### src/rtl/decode_pkg.sv
// Shared defaults and types for the decode-stage register scoreboard.
package decode_pkg;
  localparam int SB_DEPTH = 5;
  localparam int SB_CNT_W = 2;

  typedef logic [SB_DEPTH-1:0] reg_idx_t;
  typedef logic [SB_CNT_W-1:0] sb_cnt_t;

  localparam reg_idx_t REG_ZERO = '0;
  localparam sb_cnt_t  CNT_MAX  = '1;
endpackage

### src/rtl/sb_counter.sv
// One saturating up/down pending-write counter with zero/max status flags.
// The isOne flag exists only when SB_WB_BYPASS_EN is defined.
module sb_counter
  import decode_pkg::*;
#(
  parameter int CNT_W = SB_CNT_W
) (
  input  logic clk,
  input  logic rst,
  input  logic inc,
  input  logic dec,
  output logic isZero,
  output logic isMax,
`ifdef SB_WB_BYPASS_EN
  output logic isOne,
`endif
  output logic nextNonZero
);

  localparam logic [CNT_W-1:0] CntMax = '1;
  localparam logic [CNT_W-1:0] CntOne = CNT_W'(1);

  logic [CNT_W-1:0] count;
  logic [CNT_W-1:0] countNext;
  logic             decEff;

  // A writeback against an empty counter never wraps; it only raises err upstream.
  assign decEff = dec && (count != '0);

  // NOTE: every always_comb output gets its default first so no path can infer a latch.
  always_comb begin
    countNext = count;
    if (inc && !decEff && (count != CntMax)) begin
      countNext = count + CntOne;
    end else if (decEff && !inc) begin
      countNext = count - CntOne;
    end
  end

  // NOTE: sequential state uses non-blocking assignments so all flops update together.
  always_ff @(posedge clk or negedge rst) begin
    if (!rst) begin
      count <= '0;
    end else begin
      count <= countNext;
    end
  end

  assign isZero      = (count == '0);
  assign isMax       = (count == CntMax);
  assign nextNonZero = (countNext != '0);
`ifdef SB_WB_BYPASS_EN
  assign isOne       = (count == CntOne);
`endif

endmodule

### src/rtl/decode_scoreboard.sv
// Decode-stage register hazard scoreboard: per-register pending-write counters gate issue.
// Define SB_WB_BYPASS_EN to waive hazards covered by a same-cycle forwarded writeback.
module decode_scoreboard
  import decode_pkg::*;
#(
  parameter int WIDTH = 32,
  parameter int DEPTH = SB_DEPTH,
  parameter int CNT_W = SB_CNT_W
) (
  input  logic             clk,
  input  logic             rst,
  input  logic             issue_valid,
  output logic             issue_ready,
  input  logic [DEPTH-1:0] Reg1,
  input  logic [DEPTH-1:0] Reg2,
  input  logic             use_reg2,
  input  logic             dst_we,
  input  logic [DEPTH-1:0] dst_reg,
  input  logic             wb_valid,
  input  logic [DEPTH-1:0] wb_reg,
  output logic [((2**DEPTH == WIDTH) ? WIDTH : 2**DEPTH)-1:0] pending_mask,
  output logic             busy,
  output logic             err
);

  localparam int NumRegs = 2**DEPTH;

  logic [NumRegs-1:0] zeroVec;
  logic [NumRegs-1:0] maxVec;
  logic [NumRegs-1:0] nzNext;
`ifdef SB_WB_BYPASS_EN
  logic [NumRegs-1:0] oneVec;
`endif

  logic rd1Hazard;
  logic rd2Hazard;
  logic dstSat;
  logic issueFire;
  logic wbUnderflow;

  // Register 0 is hard-wired idle: never pending, never saturated.
  assign zeroVec[0] = 1'b1;
  assign maxVec[0]  = 1'b0;
  assign nzNext[0]  = 1'b0;
`ifdef SB_WB_BYPASS_EN
  assign oneVec[0]  = 1'b0;
`endif

  for (genvar i = 1; i < NumRegs; i++) begin : g_cnt
    sb_counter #(
      .CNT_W(CNT_W)
    ) u_cnt (
      .clk        (clk),
      .rst        (rst),
      .inc        (issueFire && dst_we && (dst_reg == DEPTH'(i))),
      .dec        (wb_valid && (wb_reg == DEPTH'(i))),
      .isZero     (zeroVec[i]),
      .isMax      (maxVec[i]),
`ifdef SB_WB_BYPASS_EN
      .isOne      (oneVec[i]),
`endif
      .nextNonZero(nzNext[i])
    );
  end

  always_comb begin
    rd1Hazard = !zeroVec[Reg1];
    rd2Hazard = use_reg2 && !zeroVec[Reg2];
    dstSat    = dst_we && maxVec[dst_reg];
`ifdef SB_WB_BYPASS_EN
    // The last outstanding write is retiring now and its data is forwarded.
    if (wb_valid && (wb_reg == Reg1) && oneVec[Reg1]) rd1Hazard = 1'b0;
    if (wb_valid && (wb_reg == Reg2) && oneVec[Reg2]) rd2Hazard = 1'b0;
    if (wb_valid && (wb_reg == dst_reg))              dstSat    = 1'b0;
`endif
  end

  assign issue_ready = !(rd1Hazard || rd2Hazard || dstSat);
  assign issueFire   = issue_valid && issue_ready;
  assign wbUnderflow = wb_valid && (wb_reg != '0) && zeroVec[wb_reg];

  // NOTE: reset clears every tracking flop so no stale in-flight write survives a reset.
  always_ff @(posedge clk or negedge rst) begin
    if (!rst) begin
      pending_mask <= '0;
      busy         <= 1'b0;
      err          <= 1'b0;
    end else begin
      pending_mask <= nzNext;
      busy         <= |nzNext;
      if (wbUnderflow) err <= 1'b1;
    end
  end

endmodule
### config.mk
export PLATFORM = sky130hd
export DESIGN_NAME = decode_scoreboard
export DESIGN_NICKNAME = d
export VERILOG_FILES = /design/src/rtl/decode_pkg.sv /design/src/rtl/sb_counter.sv /design/src/rtl/decode_scoreboard.sv
export SDC_FILE = /design/constraint.sdc
export NUM_CORES = 1
export LEC_CHECK = 0
export CORE_ASPECT_RATIO = 1.1
export CORE_MARGIN = 2
export CORE_UTILIZATION = 55
export DETAILED_ROUTE_END_ITERATION = 8
export HOLD_SLACK_MARGIN = 0.02
export MAX_ROUTING_LAYER = met4
export PLACE_DENSITY = 0.72
export SKIP_LAST_GASP = 1
export SYNTH_ARGS = -nofsm -noshare
export SYNTH_HDL_FRONTEND = slang
export SYNTH_SLANG_ARGS = --single-unit
### constraint.sdc
create_clock -name clk -period 3.82 [get_ports clk]
set_input_delay 0.382 -clock clk [delete_from_list [all_inputs] [get_ports clk]]
set_output_delay 0.382 -clock clk [all_outputs]
set_load 0.02 [all_outputs]
zoom.png
Region (82, 91) to (102, 111) um. Cells in grey, sequential cells in the stronger grey; small squares are vias.
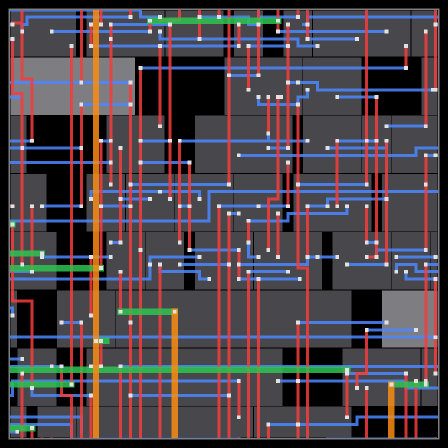
- green: met3
- red: met2
- orange: met4
- blue: met1
- netlist names of flops here include: g_cnt.u_cnt.count (1)
- cells with their middle in the window: 37
- sequential cells in the window: 1
- most frequent: buf_4 (6), ha_1 (5), nor3_1 (4)

final_clocks.png
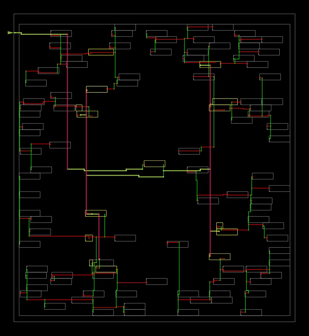
CTS Sinks: 95
Final Skew: 0.00653 ns

metal_stack.png
Scale: 4 px per um. Only two layers are drawn.
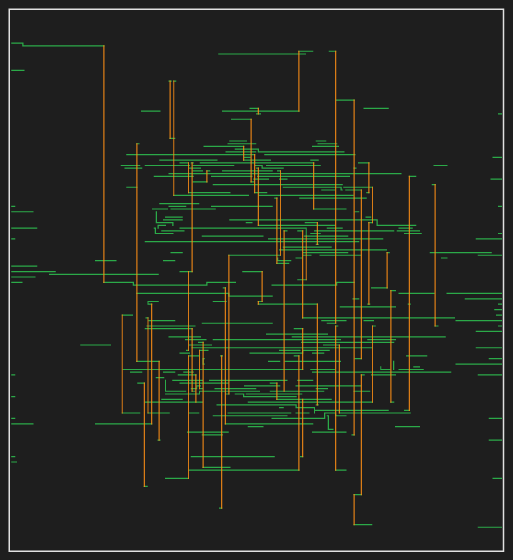
- green: met3 (wire length 2370 um)
- orange: met4 (wire length 1290 um)

met2.png
Scale: 3 px per um.
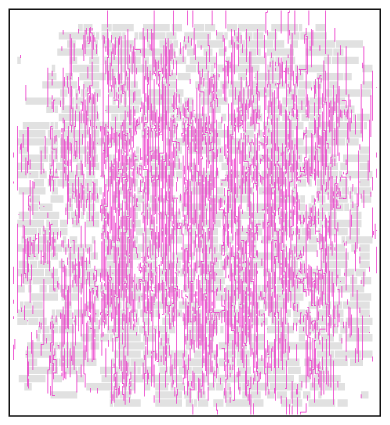
- longest straight run: 55.4 um
- wire length on this layer: 12300 um
- share of all routed wire: 45%

==> ci_impl_report.md <==
### Metrics collected by this job

| Metric | Value |
|---|---|
| Synth warn | `0` |
| Met2 wire length | `12300 um` |
| # Cells Yosys | `943` |
| Global-route met3 utilization | `6.80%` |
| Crit path top cell by count | `buf_4` |
| Residual DRC count | `0` |
| MI comb cells | `733` |
| R2r setup slk | `0.10 ns` |
| Placed cell area | `0.0106 sq mm` |
| Status | `finished clean` |
| Yosys xor share | `3.87%` |
| Main synth FF type | `dfrtp_1` |
| WS Path Type | `register to register` |
| H-Tree Depth | `3` |
| Logic area | `0.00576 sq mm` |
| Share of post-route cells with drive strength above 1 | `23.0%` |
| Post-route insts no fill | `1360` |
| PortBufs | `approximately 59` |
| Fillers | `1171` |
| Tot GR Track Use | `34.5%` |
| Post-DRT Antenna Nets | `0` |
| Cell-internal power | `3.95 mW` |
| Top cells by count | `dfrtp_1, ha_1, inv_1` |
| Mapped cell area | `0.00859 sq mm` |
| CLK BUF | `10` |
| Critical path's largest stage delay | `0.51 ns` |
| Crit path capture type | `register` |
| Flop area | `between 0.002 and 0.0025 sq mm` |
| CP arrival | `roughly 4.0 ns` |
| Hold Buf Count CTS | `0` |
| Worst-path clk slew | `0.07 ns` |
| PwrDens | `628 mW/mm^2` |
| Top reg by flops | `g_cnt.u_cnt.count` |
| Portion of the layout cell area used by clock cells | `2.86%` |
| Initial antenna violation count | `0` |
| Placed cells | `1343` |
| Area fraction in and, or, nand and nor cells | `24.2%` |
| Net Switching | `2.92 mW` |
| CP top delay family | `simple AND/OR/NAND/NOR gates` |
| Switching share of total power | `between 40% and 50%` |
| Synth area leader | `dfrtp_1` |
| CTS Root Cell | `clkbuf_16` |
| Unique cell types | `88` |
| Via density | `6.22` |
| Number of global-route vias before repair | `8072` |
| Global routing usage on met2 | `52.4%` |
| Diode count | `1` |
| Grt ovf | `0` |
| Overall power | `6.88 mW` |
| Seq. pwr | `1.71 mW` |
| Ranking of synthesized cells by area | `dfrtp_1, ha_1, mux4_2` |
| M1 WL | `around 11000 um` |
| Most instantiated logic cells after routing | `buf_4, dfrtp_1, ha_1, inv_1, nor2_1` |
| Grt peak-use layer | `met2` |
| Top-level I/O count | `61` |
| Top sig layer | `met4` |
| Die W | `123 um` |
| GR Util met1 | `around 44%` |
| Yosys chip area | `0.00859 sq mm` |
| Top cell category | `multi-input combinational cells` |
| Post-synthesis async set-or-reset flop share | `100%` |
| AND-OR/OR-AND Cells, Area Fraction | `13.2%` |
| Peak VDD IR | `0.417 mV` |
| Worst setup margin | `between 0.1 and 0.15 ns` |
| Final setup vio count | `0` |
Power figures rest on the tool's default switching activity, not on a simulated workload.
